## config.mk

```make
export PLATFORM = sky130hd
export DESIGN_NAME = uart_batch_buffer
export DESIGN_NICKNAME = d
export VERILOG_FILES = /design/src/rtl/uart_buf_pkg.sv /design/src/rtl/sync_fifo_fwft.sv /design/src/rtl/uart_batch_buffer.sv
export SDC_FILE = /design/constraint.sdc
export NUM_CORES = 1
export LEC_CHECK = 0
export ABC_AREA = 0
export ABC_CLOCK_PERIOD_IN_PS = 7400
export CAP_MARGIN = 20
export CORE_MARGIN = 1.5
export CORE_UTILIZATION = 25
export DETAILED_ROUTE_END_ITERATION = 6
export PLACE_DENSITY = 0.4
export SYNTH_ARGS = -nofsm -noshare
export SYNTH_HDL_FRONTEND = slang
export SYNTH_SLANG_ARGS = --single-unit
```

## constraint.sdc

```tcl
create_clock -name clk -period 7.4 [get_ports clk]
set_clock_uncertainty 0.05 [all_clocks]
set_input_delay 1.48 -clock clk [delete_from_list [all_inputs] [get_ports clk]]
set_output_delay 1.48 -clock clk [all_outputs]
set_load 0.005 [all_outputs]
```

## src/rtl/uart_buf_pkg.sv

```systemverilog
// Shared types and helpers for the UART batch buffer.
//   batch_state_e   : batch-mode FSM states (FILL collects, DRAIN releases)
//   buf_mode_e      : latched buffer mode (stream loopback or batch burst)
//   clamp_batch_len : maps a requested batch length onto 1..depth
package uart_buf_pkg;

    typedef enum logic {FILL, DRAIN} batch_state_e;
    typedef enum logic {MODE_STREAM, MODE_BATCH} buf_mode_e;

    // Zero or oversize requests mean "a whole FIFO's worth".
    function automatic int unsigned clamp_batch_len(input int unsigned len,
                                                    input int unsigned depth);
        return ((len == 0) || (len > depth)) ? depth : len;
    endfunction

endpackage

```

## src/rtl/sync_fifo_fwft.sv

```systemverilog
// First-word-fall-through synchronous FIFO.
//   clk, rst    : clock, synchronous active-high reset
//   push_i      : write wr_data_i (caller guarantees !full_c)
//   pop_i       : drop the head word (caller guarantees !empty_c)
//   rd_data_c   : head word, combinational from the read pointer
//   count_o     : registered occupancy
//   full_c      : count_o == DEPTH
//   empty_c     : count_o == 0
module sync_fifo_fwft #(
    parameter int unsigned DATA_WIDTH = 8,
    parameter int unsigned DEPTH      = 16,
    localparam int unsigned CNT_W     = $clog2(DEPTH + 1)
) (
    input  logic                  clk,
    input  logic                  rst,
    input  logic                  push_i,
    input  logic [DATA_WIDTH-1:0] wr_data_i,
    input  logic                  pop_i,
    output logic [DATA_WIDTH-1:0] rd_data_c,
    output logic [CNT_W-1:0]      count_o,
    output logic                  full_c,
    output logic                  empty_c
);

    localparam int unsigned PTR_W = $clog2(DEPTH);

    logic [DATA_WIDTH-1:0] mem_q [DEPTH];
    logic [PTR_W-1:0]      wr_ptr_q, wr_ptr_d;
    logic [PTR_W-1:0]      rd_ptr_q, rd_ptr_d;
    logic [CNT_W-1:0]      count_q, count_d;

    // Pointers wrap naturally since DEPTH is a power of two.
    always_comb begin
        wr_ptr_d = wr_ptr_q;
        rd_ptr_d = rd_ptr_q;
        count_d  = count_q;
        if (push_i) wr_ptr_d = wr_ptr_q + PTR_W'(1);
        if (pop_i)  rd_ptr_d = rd_ptr_q + PTR_W'(1);
        if (push_i && !pop_i)      count_d = count_q + CNT_W'(1);
        else if (!push_i && pop_i) count_d = count_q - CNT_W'(1);
    end

    always_ff @(posedge clk) begin
        if (rst) begin
            wr_ptr_q <= '0;
            rd_ptr_q <= '0;
            count_q  <= '0;
        end else begin
            wr_ptr_q <= wr_ptr_d;
            rd_ptr_q <= rd_ptr_d;
            count_q  <= count_d;
        end
    end

    // Storage array carries no reset; validity is tracked by count_q.
    always_ff @(posedge clk) begin
        if (push_i) mem_q[wr_ptr_q] <= wr_data_i;
    end

    assign rd_data_c = mem_q[rd_ptr_q];
    assign count_o   = count_q;
    assign full_c    = (count_q == CNT_W'(DEPTH));
    assign empty_c   = (count_q == '0);

endmodule

```

## src/rtl/uart_batch_buffer.sv

```systemverilog
// AXI-stream buffer between uart_rx and uart_tx.
//   clk, rst        : clock, synchronous active-high reset
//   mode_i          : 0 stream loopback, 1 batch burst (latched when idle)
//   batch_len_i     : batch size, 0 or > DEPTH means DEPTH
//   flush_i         : batch mode, release a partial batch
//   s_axis_*        : word stream from uart_rx
//   m_axis_*        : word stream to uart_tx
//   overrun_i       : overrun pulse from uart_rx
//   count_o/full_o/empty_o : FIFO occupancy status
//   overrun_cnt_o   : saturating overrun event count
module uart_batch_buffer import uart_buf_pkg::*; #(
    parameter int unsigned DATA_WIDTH = 8,
    parameter int unsigned DEPTH      = 16,
    parameter int unsigned OVR_W      = 8,
    localparam int unsigned CNT_W     = $clog2(DEPTH + 1)
) (
    input  logic                  clk,
    input  logic                  rst,
    input  logic                  mode_i,
    input  logic [CNT_W-1:0]      batch_len_i,
    input  logic                  flush_i,
    input  logic [DATA_WIDTH-1:0] s_axis_tdata,
    input  logic                  s_axis_tvalid,
    output logic                  s_axis_tready,
    output logic [DATA_WIDTH-1:0] m_axis_tdata,
    output logic                  m_axis_tvalid,
    input  logic                  m_axis_tready,
    input  logic                  overrun_i,
    output logic [CNT_W-1:0]      count_o,
    output logic                  full_o,
    output logic                  empty_o,
    output logic [OVR_W-1:0]      overrun_cnt_o
);

    batch_state_e     state_q, state_d;
    buf_mode_e        mode_q, mode_d;
    logic [CNT_W-1:0] len_q, len_d;
    logic [OVR_W-1:0] ovr_cnt_q, ovr_cnt_d;

    logic             push, pop, load;
    logic [CNT_W-1:0] count_after;

    sync_fifo_fwft #(
        .DATA_WIDTH (DATA_WIDTH),
        .DEPTH      (DEPTH)
    ) u_fifo (
        .clk       (clk),
        .rst       (rst),
        .push_i    (push),
        .wr_data_i (s_axis_tdata),
        .pop_i     (pop),
        .rd_data_c (m_axis_tdata),
        .count_o   (count_o),
        .full_c    (full_o),
        .empty_c   (empty_o)
    );

    // Handshake gating; both sides are held low in the reset cycle so no
    // transfer can complete while contents are being discarded.
    always_comb begin
        s_axis_tready = 1'b0;
        m_axis_tvalid = 1'b0;
        if (!rst) begin
            if (mode_q == MODE_STREAM) begin
                s_axis_tready = !full_o;
                m_axis_tvalid = !empty_o;
            end else if (state_q == FILL) begin
                s_axis_tready = !full_o;
            end else begin
                m_axis_tvalid = !empty_o;
            end
        end
    end

    assign push        = s_axis_tvalid & s_axis_tready;
    assign pop         = m_axis_tvalid & m_axis_tready;
    assign load        = (count_o == '0) && (state_q == FILL);
    assign count_after = count_o + CNT_W'(push) - CNT_W'(pop);

    // Mode latch, batch FSM and overrun counter.
    always_comb begin
        state_d   = state_q;
        mode_d    = mode_q;
        len_d     = len_q;
        ovr_cnt_d = ovr_cnt_q;

        if (load) begin
            mode_d = buf_mode_e'(mode_i);
            len_d  = CNT_W'(clamp_batch_len(32'(batch_len_i), DEPTH));
        end

        if (mode_q == MODE_BATCH) begin
            if (state_q == FILL) begin
                if (push && (count_after == len_q))           state_d = DRAIN;
                else if (flush_i && (count_after != '0))      state_d = DRAIN;
            end else begin
                if (pop && (count_o == CNT_W'(1)))            state_d = FILL;
            end
        end

        if (overrun_i && (ovr_cnt_q != {OVR_W{1'b1}})) ovr_cnt_d = ovr_cnt_q + OVR_W'(1);
    end

    always_ff @(posedge clk) begin
        if (rst) begin
            state_q   <= FILL;
            mode_q    <= MODE_STREAM;
            len_q     <= CNT_W'(DEPTH);
            ovr_cnt_q <= '0;
        end else begin
            state_q   <= state_d;
            mode_q    <= mode_d;
            len_q     <= len_d;
            ovr_cnt_q <= ovr_cnt_d;
        end
    end

    assign overrun_cnt_o = ovr_cnt_q;

endmodule

```

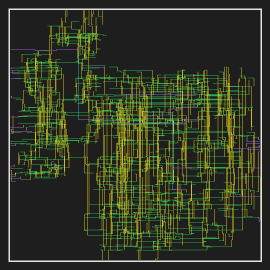
(routed metal, one color a layer)
(1.5 px per um)
metal 2 -> yellow  # wire length 7910 um
metal 4 -> cyan  # wire length 95.9 um
metal 1 -> green  # wire length 7030 um
metal 3 -> purple  # wire length 426 um
vias post-DR: 3552
final wirelength: 15500 um
total track usage: 11.6%

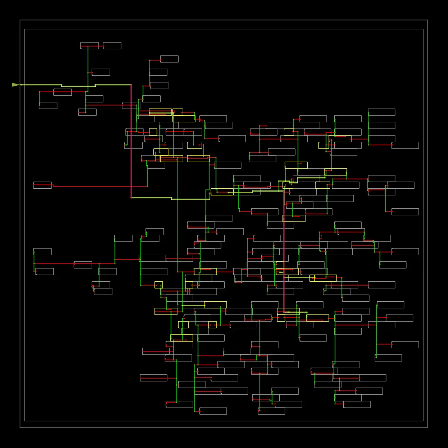
(clock wiring as the flow saved it)
CTS Sinks: 160
flip-flops: 160
clock-net power: 0.860 mW

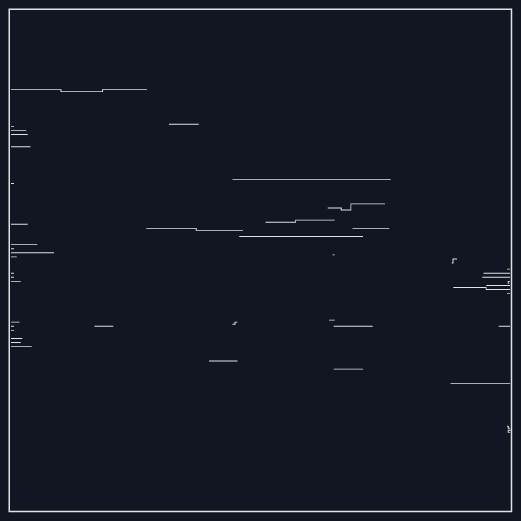
(signal wires on met3)
(3 px per um)
longest straight run = 52.4 um
main direction = horizontal
nets with wire on the layer = 37
share of all routed wire = 2.8%
wire length on this layer = 426 um
GR Util met3: 2.31%

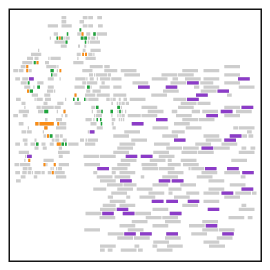
(logic cells by family)
(1.5 px per um)
nand cells -> green  # cells 32, most used nand2_1
aoi and oai cells -> orange  # cells 21, most used a21oi_1
mux cells -> purple  # cells 43, most used mux4_2
Comb/total area: 25.9%
post-route insts no fill: 804
Commonest Layout Cell: edfxtp_1

==> impl_metrics.csv <==
group,metric,value,unit
critical_path,r2r_start,"u_fifo.count_o[1]$_SDFFE_PP0P_",
finish,top_register,"u_fifo.mem_q",
timing,finalCriticalPeriod,4.49,ns
synth,mux_share,13.9,%
synth,top_area_cell,"edfxtp_1",
route,dr.pass1.iters,5,
placed_design,portBuffers,44,
finish,clk_share,7.19,%
global_routing,antenna_found_initial,0,
critical_path,startpoint,"rst",
timing,drv_slew,0,
power_and_ir_drop,vdd_drop_max,158,uV
clock_network,postCtsResizedCells,0,
clock_network,hold_buffers,0,
synth,ys_area,6720,sq um
die,die_w,167,um
die,taps,335,
route,drc,0,
critical_path,cpMostUsedCell,"clkdlybuf4s50_1",
critical_path,crit_path_max_fanout,34,
timing,setup_viol,0,
die,io_pins,45,
global_routing,grt.overflow.total,0,
critical_path,reg2reg_slack,3.79,ns
synth,synth-main-ff-cell,"edfxtp_1",
flow_run,maxCapViolations,0,
global_routing,grt_pass1_vias,3782,
critical_path,crit_path_end_kind,"output pin",
power_and_ir_drop,combPwrFrac,26.9,%
finish,nets,500,
critical_path,required,5.87,ns
power_and_ir_drop,p_comb,0.710,mW
finish,nClkBuffers,17,
critical_path,cpPeakStageDelay,0.54,ns
critical_path,path_class,"input pin to output pin",
power_and_ir_drop,power_density,322,nW/um^2
route,vias_per_cell,4.42,
critical_path,critPathCapture,"s_axis_tready",
critical_path,ff2ff_path_depth,13,
power_and_ir_drop,power_leader,"sequential cells",
finish,nNonClkInverters,11,
global_routing,gr-max-usage-layer,"met2",
finish,antenna_cells,0,
finish,drive_gt1_share,18.8,%
timing,slew_headroom,30.8,%
flow_run,warning_count,38,
synth,async_reset_ff_share,0,%
synth,yosysMostFrequentCell,"edfxtp_1",
synth,xor_share,3.59,%
power_and_ir_drop,p_seq_share,40.4,%
finish,largest_reg_flops,128,
timing,fin_crit_sh,60.6,%
clock_network,clk_pin_slew_worst_paths,0.07,ns
power_and_ir_drop,p_int,1.84,mW
route,drt.antenna.violating_nets,0,
synth,netlist_instances,398,
critical_path,path_delay_family,"buffers and inverters",
finish,sh_seq_area,54.8,%
die,die_y,167,um
critical_path,worst-path-stages,4,
critical_path,crit_buf_inv,3,
synth,numSynthFlops,160,
synth,adder_share,4.58,%
synth,edf_count,128,
clock_network,clockBufferDepth,2,
placed_design,place_congestion,0.726,
timing,timing.setup.tns,0,ns
global_routing,grt_use_met1,15.0,%
status,status,"complete, no violations",
global_routing,met2_usage,19.7,%
synth,synth_cell_types,40,
timing,fmax,223,MHz
critical_path,worst_setup_path_start_kind,"input pin",
critical_path,r2r_end,"state_q$_SDFFE_PP0P_",
finish,logic_gate_count,210,
finish,largest_cell_class,"flip-flops and latches",
power_and_ir_drop,switching_share,30.2,%
finish,register_area,4490,sq um
critical_path,slowest_stage,"clkdlybuf4s50_1",
synth,synth_seq_share,66.7,%
synth,synth_area_per_cell,16.9,sq um
-- metrics by stage --
| step | instances | instance area, sq um | power [mW] | setup slack, ns | util, % |
|---|---|---|---|---|---|
| 2_1_floorplan | 398 | 6720 | 1.58 | 3.55 | - |
| 3_3_place_gp | 772 | 7590 | 1.81 | 2.77 | 29.0 |
| 3_5_place_dp | 772 | 7590 | 1.81 | 2.69 | 29.0 |
| 4_1_cts | 804 | 8180 | 2.68 | 2.85 | 31.2 |
| 5_1_grt | 804 | 8180 | 2.78 | 2.78 | 31.2 |
| 6_report | 804 | 8180 | 2.63 | 2.91 | 31.2 |
-- metal layers --
| layer | vias up | part of all wire (%) |
|---|---|---|
| met1 | 1829 | 45 |
| met2 | 58 | 51 |
| met3 | 7 | 2.7 |
| met5 | - | 0 |
| li1 | 1658 | - |
| met4 | 0 | 0.61 |
Power figures rest on the tool's default switching activity, not on a simulated workload.
